[src/rtl/stack_alu_pkg.sv]
// Shared opcodes, response status codes and FSM state type for the stack ALU sequencer.
package stack_alu_pkg;

  localparam logic [2:0] OP_NOP  = 3'b000;
  localparam logic [2:0] OP_ADD  = 3'b100;
  localparam logic [2:0] OP_MUL  = 3'b101;
  localparam logic [2:0] OP_PUSH = 3'b110;
  localparam logic [2:0] OP_POP  = 3'b111;

  localparam logic [1:0] ST_OK        = 2'b00;
  localparam logic [1:0] ST_UNDERFLOW = 2'b01;
  localparam logic [1:0] ST_FULL      = 2'b10;
  localparam logic [1:0] ST_ILLEGAL   = 2'b11;

  typedef enum logic [1:0] {
    S_IDLE,
    S_ISSUE,
    S_SETTLE,
    S_RESP
  } seq_state_e;

endpackage

[src/rtl/stack_alu_sequencer_if.sv]
// Command and response valid/ready channels between a host and the stack ALU sequencer.
interface stack_alu_sequencer_if #(
  parameter int N = 32
);

  logic         cmd_valid;
  logic         cmd_ready;
  logic [2:0]   cmd_opcode;
  logic [N-1:0] cmd_data;

  logic         res_valid;
  logic         res_ready;
  logic [N-1:0] res_data;
  logic         res_ovf;
  logic [1:0]   res_status;

  modport master (
    output cmd_valid, cmd_opcode, cmd_data, res_ready,
    input  cmd_ready, res_valid, res_data, res_ovf, res_status
  );

  modport slave (
    input  cmd_valid, cmd_opcode, cmd_data, res_ready,
    output cmd_ready, res_valid, res_data, res_ovf, res_status
  );

endinterface

[src/rtl/stack_depth_tracker.sv]
// Mirror of the ALU stack depth; provides push/pop legality flags for the sequencer.
module stack_depth_tracker
  import stack_alu_pkg::*;
#(
  parameter int DEPTH = 16
) (
  input  logic                         clock,
  input  logic                         reset,
  input  logic                         upd,
  input  logic                         inc,
  output logic [$clog2(DEPTH+1)-1:0]   depth,
  output logic                         can_push,
  output logic                         can_pop1,
  output logic                         can_pop2
);

  localparam int DW = $clog2(DEPTH+1);

  logic [DW-1:0] depth_q, depth_d;

  assign can_push = (depth_q < DW'(DEPTH));
  assign can_pop1 = (depth_q != '0);
  assign can_pop2 = (depth_q > DW'(1));
  assign depth    = depth_q;

  // Guards keep the counter saturated even if the strobe arrives on an illegal edge case.
  always_comb begin
    depth_d = depth_q;
    if (upd) begin
      if (inc && can_push) begin
        depth_d = depth_q + DW'(1);
      end else if (!inc && can_pop1) begin
        depth_d = depth_q - DW'(1);
      end
    end
  end

  always_ff @(posedge clock or negedge reset) begin
    if (!reset) begin
      depth_q <= '0;
    end else begin
      depth_q <= depth_d;
    end
  end

endmodule

[src/rtl/stack_alu_sequencer.sv]
// Initiator front end for STACK_BASED_ALU: one instruction in flight, NOP settle cycle, depth mirror.
// Optional sticky overflow flag with clear input is enabled by defining STACK_SEQ_STICKY_OVF_EN.
module stack_alu_sequencer
  import stack_alu_pkg::*;
#(
  parameter int N     = 32,
  parameter int DEPTH = 16
) (
  input  logic                         clock,
  input  logic                         reset,
  stack_alu_sequencer_if.slave         bus,
  output logic [2:0]                   alu_opcode,
  output logic [N-1:0]                 alu_data,
  input  logic [N-1:0]                 alu_result,
  input  logic                         alu_overflow,
  output logic [$clog2(DEPTH+1)-1:0]   depth
`ifdef STACK_SEQ_STICKY_OVF_EN
  ,
  output logic                         ovf_sticky,
  input  logic                         ovf_clear
`endif
);

  seq_state_e   state_q, state_d;
  logic [2:0]   op_q, op_d;
  logic [2:0]   alu_opcode_q, alu_opcode_d;
  logic [N-1:0] alu_data_q, alu_data_d;
  logic         cmd_ready_q, cmd_ready_d;
  logic         res_valid_q, res_valid_d;
  logic [N-1:0] res_data_q, res_data_d;
  logic         res_ovf_q, res_ovf_d;
  logic [1:0]   res_status_q, res_status_d;

  logic         accept;
  logic         issue;
  logic [1:0]   early_status;
  logic         depth_upd;
  logic         can_push, can_pop1, can_pop2;

  stack_depth_tracker #(
    .DEPTH (DEPTH)
  ) u_depth (
    .clock    (clock),
    .reset    (reset),
    .upd      (depth_upd),
    .inc      (op_q == OP_PUSH),
    .depth    (depth),
    .can_push (can_push),
    .can_pop1 (can_pop1),
    .can_pop2 (can_pop2)
  );

  assign accept    = bus.cmd_valid && cmd_ready_q;
  assign depth_upd = (state_q == S_SETTLE);

  // Decide at acceptance whether the instruction reaches the ALU or is answered directly.
  always_comb begin
    issue        = 1'b0;
    early_status = ST_OK;
    unique case (bus.cmd_opcode)
      OP_NOP:          early_status = ST_OK;
      OP_ADD, OP_MUL: begin
        issue        = can_pop2;
        early_status = ST_UNDERFLOW;
      end
      OP_PUSH: begin
        issue        = can_push;
        early_status = ST_FULL;
      end
      OP_POP: begin
        issue        = can_pop1;
        early_status = ST_UNDERFLOW;
      end
      default:         early_status = ST_ILLEGAL;
    endcase
  end

  always_comb begin
    state_d      = state_q;
    op_d         = op_q;
    alu_opcode_d = OP_NOP;
    alu_data_d   = '0;
    res_valid_d  = res_valid_q;
    res_data_d   = res_data_q;
    res_ovf_d    = res_ovf_q;
    res_status_d = res_status_q;
    case (state_q)
      S_IDLE: begin
        if (accept) begin
          op_d = bus.cmd_opcode;
          if (issue) begin
            state_d      = S_ISSUE;
            alu_opcode_d = bus.cmd_opcode;
            alu_data_d   = (bus.cmd_opcode == OP_PUSH) ? bus.cmd_data : '0;
          end else begin
            state_d      = S_RESP;
            res_valid_d  = 1'b1;
            res_data_d   = '0;
            res_ovf_d    = 1'b0;
            res_status_d = early_status;
          end
        end
      end
      S_ISSUE: begin
        state_d = S_SETTLE;
      end
      // ALU output has settled by the end of this cycle; PUSH carries no result.
      S_SETTLE: begin
        state_d      = S_RESP;
        res_valid_d  = 1'b1;
        res_status_d = ST_OK;
        if (op_q == OP_PUSH) begin
          res_data_d = '0;
          res_ovf_d  = 1'b0;
        end else begin
          res_data_d = alu_result;
          res_ovf_d  = alu_overflow;
        end
      end
      S_RESP: begin
        if (bus.res_ready) begin
          state_d     = S_IDLE;
          res_valid_d = 1'b0;
        end
      end
      default: begin
        state_d = S_IDLE;
      end
    endcase
    cmd_ready_d = (state_d == S_IDLE);
  end

  always_ff @(posedge clock or negedge reset) begin
    if (!reset) begin
      state_q      <= S_IDLE;
      op_q         <= OP_NOP;
      alu_opcode_q <= OP_NOP;
      alu_data_q   <= '0;
      cmd_ready_q  <= 1'b1;
      res_valid_q  <= 1'b0;
      res_data_q   <= '0;
      res_ovf_q    <= 1'b0;
      res_status_q <= ST_OK;
    end else begin
      state_q      <= state_d;
      op_q         <= op_d;
      alu_opcode_q <= alu_opcode_d;
      alu_data_q   <= alu_data_d;
      cmd_ready_q  <= cmd_ready_d;
      res_valid_q  <= res_valid_d;
      res_data_q   <= res_data_d;
      res_ovf_q    <= res_ovf_d;
      res_status_q <= res_status_d;
    end
  end

  assign alu_opcode     = alu_opcode_q;
  assign alu_data       = alu_data_q;
  assign bus.cmd_ready  = cmd_ready_q;
  assign bus.res_valid  = res_valid_q;
  assign bus.res_data   = res_data_q;
  assign bus.res_ovf    = res_ovf_q;
  assign bus.res_status = res_status_q;

`ifdef STACK_SEQ_STICKY_OVF_EN
  logic ovf_sticky_q, ovf_sticky_d;

  // A set in the same cycle as a clear wins.
  always_comb begin
    ovf_sticky_d = ovf_sticky_q;
    if (ovf_clear) begin
      ovf_sticky_d = 1'b0;
    end
    if ((state_q == S_SETTLE) && ((op_q == OP_ADD) || (op_q == OP_MUL)) && alu_overflow) begin
      ovf_sticky_d = 1'b1;
    end
  end

  always_ff @(posedge clock or negedge reset) begin
    if (!reset) begin
      ovf_sticky_q <= 1'b0;
    end else begin
      ovf_sticky_q <= ovf_sticky_d;
    end
  end

  assign ovf_sticky = ovf_sticky_q;
`endif

endmodule

[src/flat_wrapper.sv]
// flat-port wrapper written by rule: the top's interface ports become plain ports
module stack_alu_sequencer_flat import stack_alu_pkg::*;
#(
  parameter int N     = 32,
  parameter int DEPTH = 16
)
  (clock, reset, alu_opcode, alu_data, alu_result, alu_overflow, depth, bus_cmd_valid, bus_cmd_opcode, bus_cmd_data, bus_res_ready, bus_cmd_ready, bus_res_valid, bus_res_data, bus_res_ovf, bus_res_status);
  stack_alu_sequencer_if #(.N(N)) bus_i ();
  input  logic clock;
  input  logic reset;
  output logic [2:0] alu_opcode;
  output logic [N-1:0] alu_data;
  input  logic [N-1:0] alu_result;
  input  logic alu_overflow;
  output logic [$clog2(DEPTH+1)-1:0] depth;
  input wire logic [$bits(bus_i.cmd_valid)-1:0] bus_cmd_valid;
  input wire logic [$bits(bus_i.cmd_opcode)-1:0] bus_cmd_opcode;
  input wire logic [$bits(bus_i.cmd_data)-1:0] bus_cmd_data;
  input wire logic [$bits(bus_i.res_ready)-1:0] bus_res_ready;
  output wire logic [$bits(bus_i.cmd_ready)-1:0] bus_cmd_ready;
  output wire logic [$bits(bus_i.res_valid)-1:0] bus_res_valid;
  output wire logic [$bits(bus_i.res_data)-1:0] bus_res_data;
  output wire logic [$bits(bus_i.res_ovf)-1:0] bus_res_ovf;
  output wire logic [$bits(bus_i.res_status)-1:0] bus_res_status;
  assign bus_i.cmd_valid = bus_cmd_valid;
  assign bus_i.cmd_opcode = bus_cmd_opcode;
  assign bus_i.cmd_data = bus_cmd_data;
  assign bus_i.res_ready = bus_res_ready;
  assign bus_cmd_ready = bus_i.cmd_ready;
  assign bus_res_valid = bus_i.res_valid;
  assign bus_res_data = bus_i.res_data;
  assign bus_res_ovf = bus_i.res_ovf;
  assign bus_res_status = bus_i.res_status;
  stack_alu_sequencer #(.N(N), .DEPTH(DEPTH)) u_core (.clock(clock), .reset(reset), .bus(bus_i), .alu_opcode(alu_opcode), .alu_data(alu_data), .alu_result(alu_result), .alu_overflow(alu_overflow), .depth(depth));
endmodule
[config.mk]
export PLATFORM = sky130hd
export DESIGN_NAME = stack_alu_sequencer_flat
export DESIGN_NICKNAME = d
export VERILOG_FILES = /design/src/rtl/stack_alu_pkg.sv /design/src/rtl/stack_alu_sequencer_if.sv /design/src/rtl/stack_depth_tracker.sv /design/src/rtl/stack_alu_sequencer.sv /design/src/flat_wrapper.sv
export SDC_FILE = /design/constraint.sdc
export NUM_CORES = 1
export LEC_CHECK = 0
export CAP_MARGIN = 25
export CORE_MARGIN = 2
export CORE_UTILIZATION = 42
export CTS_BUF_LIST = sky130_fd_sc_hd__clkbuf_8
export DETAILED_ROUTE_END_ITERATION = 8
export HOLD_SLACK_MARGIN = 0.1
export PLACE_DENSITY_LB_ADDON = 0.2
export SLEW_MARGIN = 0
export SYNTH_ARGS = -nofsm -noshare
export SYNTH_HDL_FRONTEND = slang
export SYNTH_SLANG_ARGS = --single-unit
export TNS_END_PERCENT = 20
[constraint.sdc]
create_clock -name clock -period 2.4 [get_ports clock]
set_input_delay 0.36 -clock clock [delete_from_list [all_inputs] [get_ports clock]]
set_output_delay 0.36 -clock clock [all_outputs]
set_load 0.02 [all_outputs]
==> flow_results.xml <==
<?xml version="1.0" encoding="UTF-8"?>
<metrics>
  <group name="detailed_routing">
    <metric name="met2_length" unit="mm">3.79</metric>
    <metric name="remaining_drc_errors" unit="">0</metric>
    <metric name="drt-pass1-iter-count" unit="">4</metric>
    <metric name="drt.antenna.violating_nets" unit="">0</metric>
    <metric name="wirelength_met1" unit="mm">3.31</metric>
  </group>
  <group name="status">
    <metric name="run_status" unit="">completed</metric>
  </group>
  <group name="power_and_ir_drop">
    <metric name="p_leak" unit="nW">2.34</metric>
    <metric name="power.density_cell_area" unit="nW/um^2">1130</metric>
    <metric name="p_switching" unit="mW">1.95</metric>
    <metric name="power.combinational.total" unit="mW">2.45</metric>
    <metric name="power_switching_share" unit="">0.345</metric>
    <metric name="powerClk" unit="mW">1.16</metric>
    <metric name="clkPwrFrac" unit="">0.205</metric>
  </group>
  <group name="cts">
    <metric name="cts.repair.resized" unit="">0</metric>
    <metric name="clock_latency" unit="ns">0.35</metric>
    <metric name="hold_buffers" unit="">1</metric>
  </group>
  <group name="logic_synthesis">
    <metric name="xor_area_frac" unit="">0.0140</metric>
    <metric name="ys.flops" unit="">82</metric>
    <metric name="synth.yosys.seq_area_share" unit="">0.656</metric>
    <metric name="syn_inst" unit="">229</metric>
    <metric name="post_synthesis_cell_type_with_the_largest_combined_area" unit="">dfrtp_1</metric>
    <metric name="yosys_warnings" unit="">0</metric>
    <metric name="post_synth_most_frequent_cells" unit="">dfrtp_1, and3_1, a22o_1, nand2_1, nor2_1</metric>
    <metric name="muxShareOfSynthArea" unit="">0.0208</metric>
    <metric name="simple_logic_cell_fraction_of_the_synthesized_area" unit="">0.121</metric>
    <metric name="synth-cells-yosys" unit="">229</metric>
  </group>
  <group name="final_timing">
    <metric name="worst_clock_skew" unit="ns">0.00904</metric>
    <metric name="hold_slack" unit="ns">0.490</metric>
    <metric name="worstMarginPinSlew" unit="ns">0.606</metric>
    <metric name="post-route-worst-setup-slack" unit="ns">0.309</metric>
    <metric name="totalNegativeSetupSlack" unit="ns">0</metric>
    <metric name="max_clock_freq" unit="MHz">478</metric>
    <metric name="timing.final.hold_violations" unit="">0</metric>
  </group>
  <group name="floorplan">
    <metric name="core_area" unit="sq um">7210</metric>
  </group>
  <group name="setup_path">
    <metric name="cp-endpoint" unit="">u_core.bus.res_data[17]</metric>
    <metric name="ff2ff_setup_slack" unit="ns">0.31</metric>
    <metric name="worst-path-max-fanout" unit="">25</metric>
    <metric name="worst-endpoint-arrival" unit="ns">2.32</metric>
    <metric name="worst_ep_required_time" unit="ns">2.63</metric>
    <metric name="crit_slowest_cell" unit="">or4b_4</metric>
  </group>
  <group name="finish">
    <metric name="final_layout_size_suffix_gt1_frac" unit="">0.0949</metric>
    <metric name="fin_cells" unit="">489</metric>
    <metric name="layout.comb_gates.multi_input" unit="">130</metric>
    <metric name="n_clock_buffer" unit="">9</metric>
  </group>
  <group name="grt">
    <metric name="grt_start_max_net_pins" unit="">49</metric>
  </group>
  <group name="placement">
    <metric name="place_inst" unit="">473</metric>
    <metric name="detailedPlacementHpwl" unit="mm">5.58</metric>
  </group>
  <group name="worst_hold_path">
    <metric name="hp-class" unit="">input port to async pin</metric>
  </group>
</metrics>
Figure 1. Sequential cells coloured by netlist name (run 1).
(4 px per um)
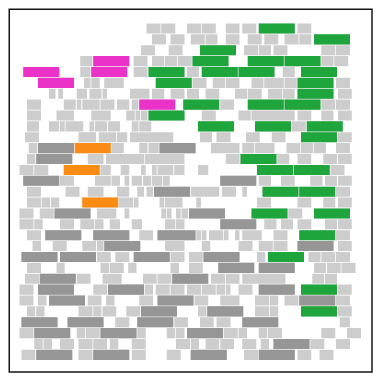
Key: magenta = `u_core.u_depth.depth` [sequential cells 5, where top left]; orange = `u_core.op_q` [sequential cells 3]; green = `u_core.bus.res_data` [sequential cells 32]
Seq area share: 0.411
Flop+latch power: 2.05 mW
utilization after layout: 0.693

Figure 2. The metal 2 layer (run 1).
(4 px per um)
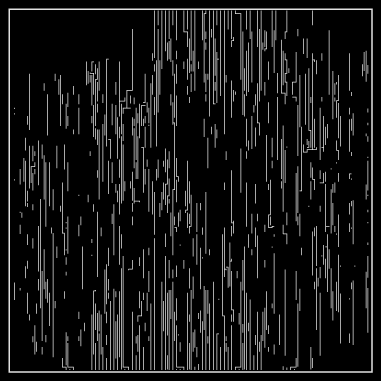
The layer holds 48% of the routed length. The layer carries 3790 um of wire. The longest straight run is 32.8 um. 408 nets have wire on it.
total wirelength of the detailed-routed design: 7.81 mm
via total after detailed routing: 2422
met2 track demand over resource in global routing: 0.321

Figure 3. Close-up of the layout (run 1).
Window x 33 to 58, y 33 to 58 um. Cells in grey, sequential cells in the stronger grey; small squares are vias.
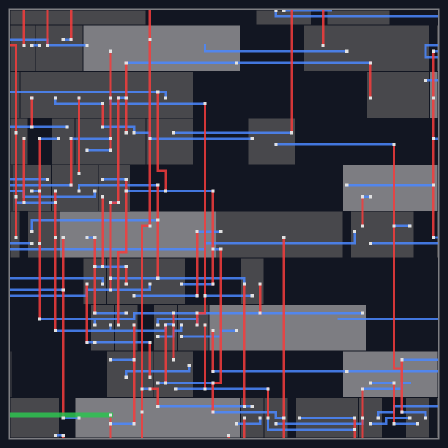
Key: red = met2; green = met3; blue = met1
Sequential cells in the window: 6. 37 logic cells have their middle in the window. Most frequent: nand2_1 (6), dfrtp_1 (5), nor2_1 (4). Netlist names of flops here include `u_core.bus.res_status` (2), `u_core.state_q` (2).

Figure 4. Routing congestion map (run 1).
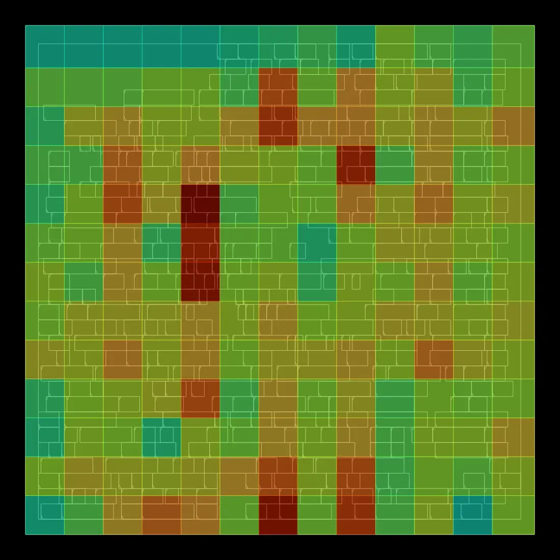
most utilized layer in the global route result: met2
Total GRT Usage: 0.202

Power figures rest on the tool's default switching activity, not on a simulated workload.
